[config.mk]
export PLATFORM = sky130hd
export DESIGN_NAME = ether_gmii_tx_framer
export DESIGN_NICKNAME = d
export VERILOG_FILES = /design/src/rtl/ether_pkg.sv /design/src/rtl/ether_crc32_d8.sv /design/src/rtl/ether_gmii_tx_framer.sv
export SDC_FILE = /design/constraint.sdc
export NUM_CORES = 1
export LEC_CHECK = 0
export ABC_AREA = 1
export CORE_ASPECT_RATIO = 1.5
export CORE_UTILIZATION = 45
export CTS_CLUSTER_DIAMETER = 200
export DETAILED_ROUTE_END_ITERATION = 10
export PLACE_DENSITY = 0.66
export SLEW_MARGIN = 20
export SYNTH_ARGS = -nofsm -noshare
export SYNTH_HDL_FRONTEND = slang
export SYNTH_SLANG_ARGS = --single-unit
[constraint.sdc]
create_clock -name clk_125 -period 3.3 [get_ports clk_125]
set_input_delay 0.66 -clock clk_125 [delete_from_list [all_inputs] [get_ports clk_125]]
set_output_delay 0.66 -clock clk_125 [all_outputs]
set_load 0.01 [all_outputs]
[src/rtl/ether_pkg.sv]
// Shared constants and types for the GMII transmit path.
// Build option: define ETHER_TX_PAD_EN to pad short frames to the minimum length.
package ether_pkg;

    // Preamble and start-of-frame delimiter bytes
    localparam logic [7:0]  PREAMBLE           = 8'h55;
    localparam logic [7:0]  SFD                = 8'hD5;

    // Ethernet CRC-32, bit-reversed form, shifted LSB first
    localparam logic [31:0] CRC32_POLY_REFL    = 32'hEDB88320;
    // Register value left after running a frame plus its own FCS through the CRC
    localparam logic [31:0] CRC32_RESIDUE_REFL = 32'hDEBB20E3;

    // Default frame geometry, in bytes
    localparam int MIN_FRAME_DEF = 60;
    localparam int MAX_FRAME_DEF = 1514;
    localparam int IFG_BYTES_DEF = 12;

    // Framer state machine
    typedef enum logic [2:0] {
        ST_IDLE,
        ST_PRE,
        ST_PAYLOAD,
        ST_PAD,
        ST_FCS,
        ST_DROP,
        ST_IFG
    } framer_state_t;

endpackage

[src/rtl/ether_crc32_d8.sv]
// Byte-wide next-state function of the reflected Ethernet CRC-32.
// Purely combinational; the caller owns the CRC register.
module ether_crc32_d8
    import ether_pkg::*;
(
    input  logic [31:0] crc_in,
    input  logic [7:0]  data,
    output logic [31:0] crc_out
);

    // Shift the eight data bits through the CRC, LSB first
    always_comb begin
        logic [31:0] c;
        c = crc_in;
        for (int i = 0; i < 8; i++) begin
            if (c[0] ^ data[i]) begin
                c = (c >> 1) ^ CRC32_POLY_REFL;
            end else begin
                c = c >> 1;
            end
        end
        crc_out = c;
    end

endmodule

[src/rtl/ether_gmii_tx_framer.sv]
// GMII transmit framer: takes DA..payload bytes over valid/ready, adds
// preamble/SFD, optional padding, FCS, and enforces the inter-frame gap.
// Build option: ETHER_TX_PAD_EN enables padding of short frames to MIN_FRAME.
module ether_gmii_tx_framer
    import ether_pkg::*;
#(
    parameter int IFG_BYTES = IFG_BYTES_DEF,
    parameter int MAX_FRAME = MAX_FRAME_DEF
`ifdef ETHER_TX_PAD_EN
    // Only meaningful when padding is compiled in
    , parameter int MIN_FRAME = MIN_FRAME_DEF
`endif
) (
    input  logic        clk_125,
    input  logic        rst,
    input  logic        s_valid,
    output logic        s_ready,
    input  logic [7:0]  s_data,
    input  logic        s_last,
    output logic        phy_tx_en,
    output logic        phy_tx_er,
    output logic [7:0]  phy_tx_data,
    output logic        busy,
    output logic [15:0] frame_cnt,
    output logic [7:0]  err_cnt
);

    localparam logic [10:0] MAX_LEN  = 11'(MAX_FRAME);
`ifdef ETHER_TX_PAD_EN
    localparam logic [10:0] MIN_LEN  = 11'(MIN_FRAME);
`endif
    localparam logic [15:0] IFG_LAST = 16'(IFG_BYTES - 1);

    framer_state_t state_reg;
    logic [31:0]   crc_reg;
    logic [10:0]   byte_cnt_reg;
    logic [2:0]    pre_cnt_reg;
    logic [1:0]    fcs_idx_reg;
    logic [15:0]   ifg_cnt_reg;
    logic          tx_en_reg;
    logic          tx_er_reg;
    logic [7:0]    tx_data_reg;
    logic [15:0]   frame_cnt_reg;
    logic [7:0]    err_cnt_reg;

    logic [7:0]    crc_data;
    logic [31:0]   crc_next;
    logic [7:0]    fcs_byte;
    logic [10:0]   byte_cnt_next;

    // Pad bytes are zeros; everything else feeds the CRC straight from the input
    assign crc_data      = (state_reg == ST_PAD) ? 8'h00 : s_data;
    assign byte_cnt_next = byte_cnt_reg + 11'd1;

    ether_crc32_d8 u_crc (
        .crc_in  (crc_reg),
        .data    (crc_data),
        .crc_out (crc_next)
    );

    // FCS goes out inverted, least significant byte first
    always_comb begin
        fcs_byte = 8'h00;
        case (fcs_idx_reg)
            2'd0:    fcs_byte = ~crc_reg[7:0];
            2'd1:    fcs_byte = ~crc_reg[15:8];
            2'd2:    fcs_byte = ~crc_reg[23:16];
            default: fcs_byte = ~crc_reg[31:24];
        endcase
    end

    // Upstream handshake depends on state only, never on s_valid
    assign s_ready     = (state_reg == ST_PAYLOAD) || (state_reg == ST_DROP);
    assign busy        = (state_reg != ST_IDLE);
    assign phy_tx_en   = tx_en_reg;
    assign phy_tx_er   = tx_er_reg;
    assign phy_tx_data = tx_data_reg;
    assign frame_cnt   = frame_cnt_reg;
    assign err_cnt     = err_cnt_reg;

    // Framer FSM with registered GMII outputs and status counters
    always_ff @(posedge clk_125 or posedge rst) begin
        if (rst) begin
            state_reg     <= ST_IDLE;
            crc_reg       <= 32'hFFFF_FFFF;
            byte_cnt_reg  <= '0;
            pre_cnt_reg   <= '0;
            fcs_idx_reg   <= '0;
            ifg_cnt_reg   <= '0;
            tx_en_reg     <= 1'b0;
            tx_er_reg     <= 1'b0;
            tx_data_reg   <= 8'h00;
            frame_cnt_reg <= '0;
            err_cnt_reg   <= '0;
        end else begin
            // Idle the line unless a state below drives it
            tx_en_reg   <= 1'b0;
            tx_er_reg   <= 1'b0;
            tx_data_reg <= 8'h00;

            case (state_reg)
                ST_IDLE: begin
                    // First preamble byte leaves on the cycle after s_valid is seen
                    if (s_valid) begin
                        state_reg    <= ST_PRE;
                        crc_reg      <= 32'hFFFF_FFFF;
                        byte_cnt_reg <= '0;
                        pre_cnt_reg  <= '0;
                        tx_en_reg    <= 1'b1;
                        tx_data_reg  <= PREAMBLE;
                    end
                end

                ST_PRE: begin
                    tx_en_reg <= 1'b1;
                    if (pre_cnt_reg == 3'd6) begin
                        tx_data_reg <= SFD;
                        state_reg   <= ST_PAYLOAD;
                    end else begin
                        tx_data_reg <= PREAMBLE;
                        pre_cnt_reg <= pre_cnt_reg + 3'd1;
                    end
                end

                ST_PAYLOAD: begin
                    if (!s_valid || (byte_cnt_reg == MAX_LEN)) begin
                        // Underrun or oversize: one error symbol, then abandon the frame
                        tx_en_reg   <= 1'b1;
                        tx_er_reg   <= 1'b1;
                        ifg_cnt_reg <= '0;
                        if (err_cnt_reg != 8'hFF) begin
                            err_cnt_reg <= err_cnt_reg + 8'd1;
                        end
                        if (s_valid && s_last) begin
                            state_reg <= ST_IFG;
                        end else begin
                            state_reg <= ST_DROP;
                        end
                    end else begin
                        tx_en_reg    <= 1'b1;
                        tx_data_reg  <= s_data;
                        crc_reg      <= crc_next;
                        byte_cnt_reg <= byte_cnt_next;
                        if (s_last) begin
                            fcs_idx_reg <= '0;
`ifdef ETHER_TX_PAD_EN
                            if (byte_cnt_next < MIN_LEN) begin
                                state_reg <= ST_PAD;
                            end else begin
                                state_reg <= ST_FCS;
                            end
`else
                            state_reg <= ST_FCS;
`endif
                        end
                    end
                end

`ifdef ETHER_TX_PAD_EN
                ST_PAD: begin
                    tx_en_reg    <= 1'b1;
                    crc_reg      <= crc_next;
                    byte_cnt_reg <= byte_cnt_next;
                    if (byte_cnt_next == MIN_LEN) begin
                        state_reg <= ST_FCS;
                    end
                end
`endif

                ST_FCS: begin
                    tx_en_reg   <= 1'b1;
                    tx_data_reg <= fcs_byte;
                    fcs_idx_reg <= fcs_idx_reg + 2'd1;
                    if (fcs_idx_reg == 2'd3) begin
                        frame_cnt_reg <= frame_cnt_reg + 16'd1;
                        ifg_cnt_reg   <= '0;
                        state_reg     <= ST_IFG;
                    end
                end

                ST_DROP: begin
                    // Swallow the rest of an aborted frame
                    if (s_valid && s_last) begin
                        ifg_cnt_reg <= '0;
                        state_reg   <= ST_IFG;
                    end
                end

                ST_IFG: begin
                    if (ifg_cnt_reg == IFG_LAST) begin
                        state_reg <= ST_IDLE;
                    end else begin
                        ifg_cnt_reg <= ifg_cnt_reg + 16'd1;
                    end
                end

                default: begin
                    state_reg <= ST_IDLE;
                end
            endcase
        end
    end

endmodule

### Ports around the boundary

Scale bar: 20 µm. Pins as bars across the die edge, other pins in gray.
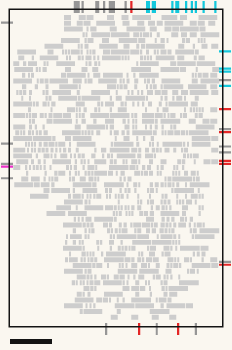
Cyan stands for frame_cnt, pins 16, direction output, edge 12 north, 4 east. Magenta stands for s_ready, pins 1, direction output, edge west. Red stands for s_data, pins 8, direction input, edge 5 east, 2 south, 1 north.
All pins by edge: 24 north, 14 east, 5 west, 5 south.
DIE HEIGHT: 149 µm
die span in x: 100 µm
Buffers on Ports: 47

### Selected gate families

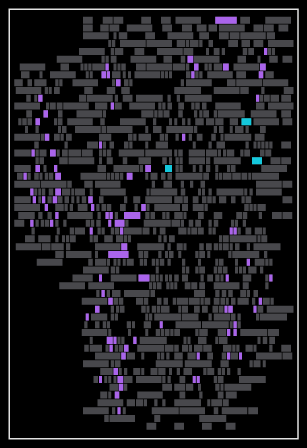
Cyan stands for non-inverting ao/oa cells, cells 3, most used a221o_1. Purple stands for nor cells, cells 85, most used nor2_1, where widely spread.
leading cell type in the layout, fill and taps excluded: sky130_fd_sc_hd__nand2_1
post-route non-filler standard cell count: 1071
multi-input logic portion of the cell area: 44.8%

### Wiring heat map

The die is cut into 20 by 30 equal tiles; white is low, dark blue is high, scaled to the fullest tile. Values are wire area over tile area, all layers added.
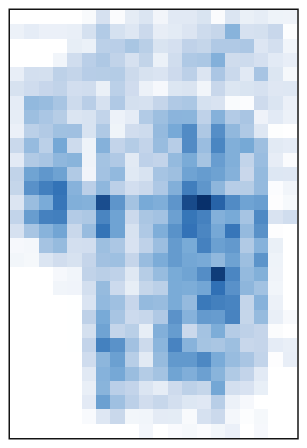
The mean over all tiles is 0.17. 14% of the tiles are over half the peak. The fullest tile reaches 0.65. 17% of the tiles are nearly empty.
gr usage total: 22.8%
total wire length: 15900 µm
total vias in the final route: 5478
detail-routed net length per standard cell: 14.9 µm

==> reports/summary.log <==
[layout] buffers outside the clock class 55
[detailed_routing] vias per cell 5.11
[layout] Layout clock buffers 9
[placed_design] GPL Wtd Cong 0.946
[floorplanning] core box area 14100 µm²
[power_and_ir_drop] power group with the largest share combinational logic
[global_route] GRT busiest layer met2
[power_and_ir_drop] combinational power share 51.9%
[global_route] GRT met1 Usage 25.5%
[synthesis] number of warning messages in the yosys log 0
[outcome] status finished, final reports clean
[critical_path] endpoint of the most critical register-to-register path byte_cnt_reg[6]$_DFFE_PP0P_
[synthesis] Syn Std Cell Area 6490 µm²
[critical_path] Critical Path Sink Type output pin
[floorplanning] chip area 14900 µm²
[detailed_routing] Met2 Routed Length 8540 µm
[power_and_ir_drop] power share of the sequential group 30.6%
[detailed_routing] number of search-and-repair iterations in the first detailed-routing pass 5
[synthesis] yosys xor share 8.18%
[flow_run] number of OpenROAD warnings 31
[hold_path] number of stages on the worst hold path 1
[layout] share of cells above drive strength 1 17.9%
[hold_path] worst hold path class flip-flop to flip-flop
[synthesis] Synth Flop Type sky130_fd_sc_hd__dfrtp_1
[sta] post-layout period usage 78.9%
[placed_design] area after detailed placement 7180 µm²
[clock_tree] Post-CTS Setup Bufs 0
[synthesis] Post-Synth Adder-Cell Area 2.12%
[global_route] global routing usage on met3 3.89%
[synthesis] Cell area leaders sky130_fd_sc_hd__dfrtp_1 (27%), sky130_fd_sc_hd__dfstp_2 (13%), sky130_fd_sc_hd__nand2_1 (11%)
[critical_path] r2r startpoint byte_cnt_reg[0]$_DFFE_PP0P_
[hold_path] hold wc startpoint frame_cnt[15]$_DFFE_PP0P_
[critical_path] top fanout value on the critical path 10
[power_and_ir_drop] sw frac 46.8%
[synthesis] Post-Synth AOI/OAI Area 10.7%
[power_and_ir_drop] switching pwr 0.00292 W
[critical_path] critical path data arrival time 1940 ps
[layout] final std cell area, no fill 7480 µm²
[synthesis] cell with the most instances after synthesis sky130_fd_sc_hd__nand2_1
Power and IR drop assume default switching activity.
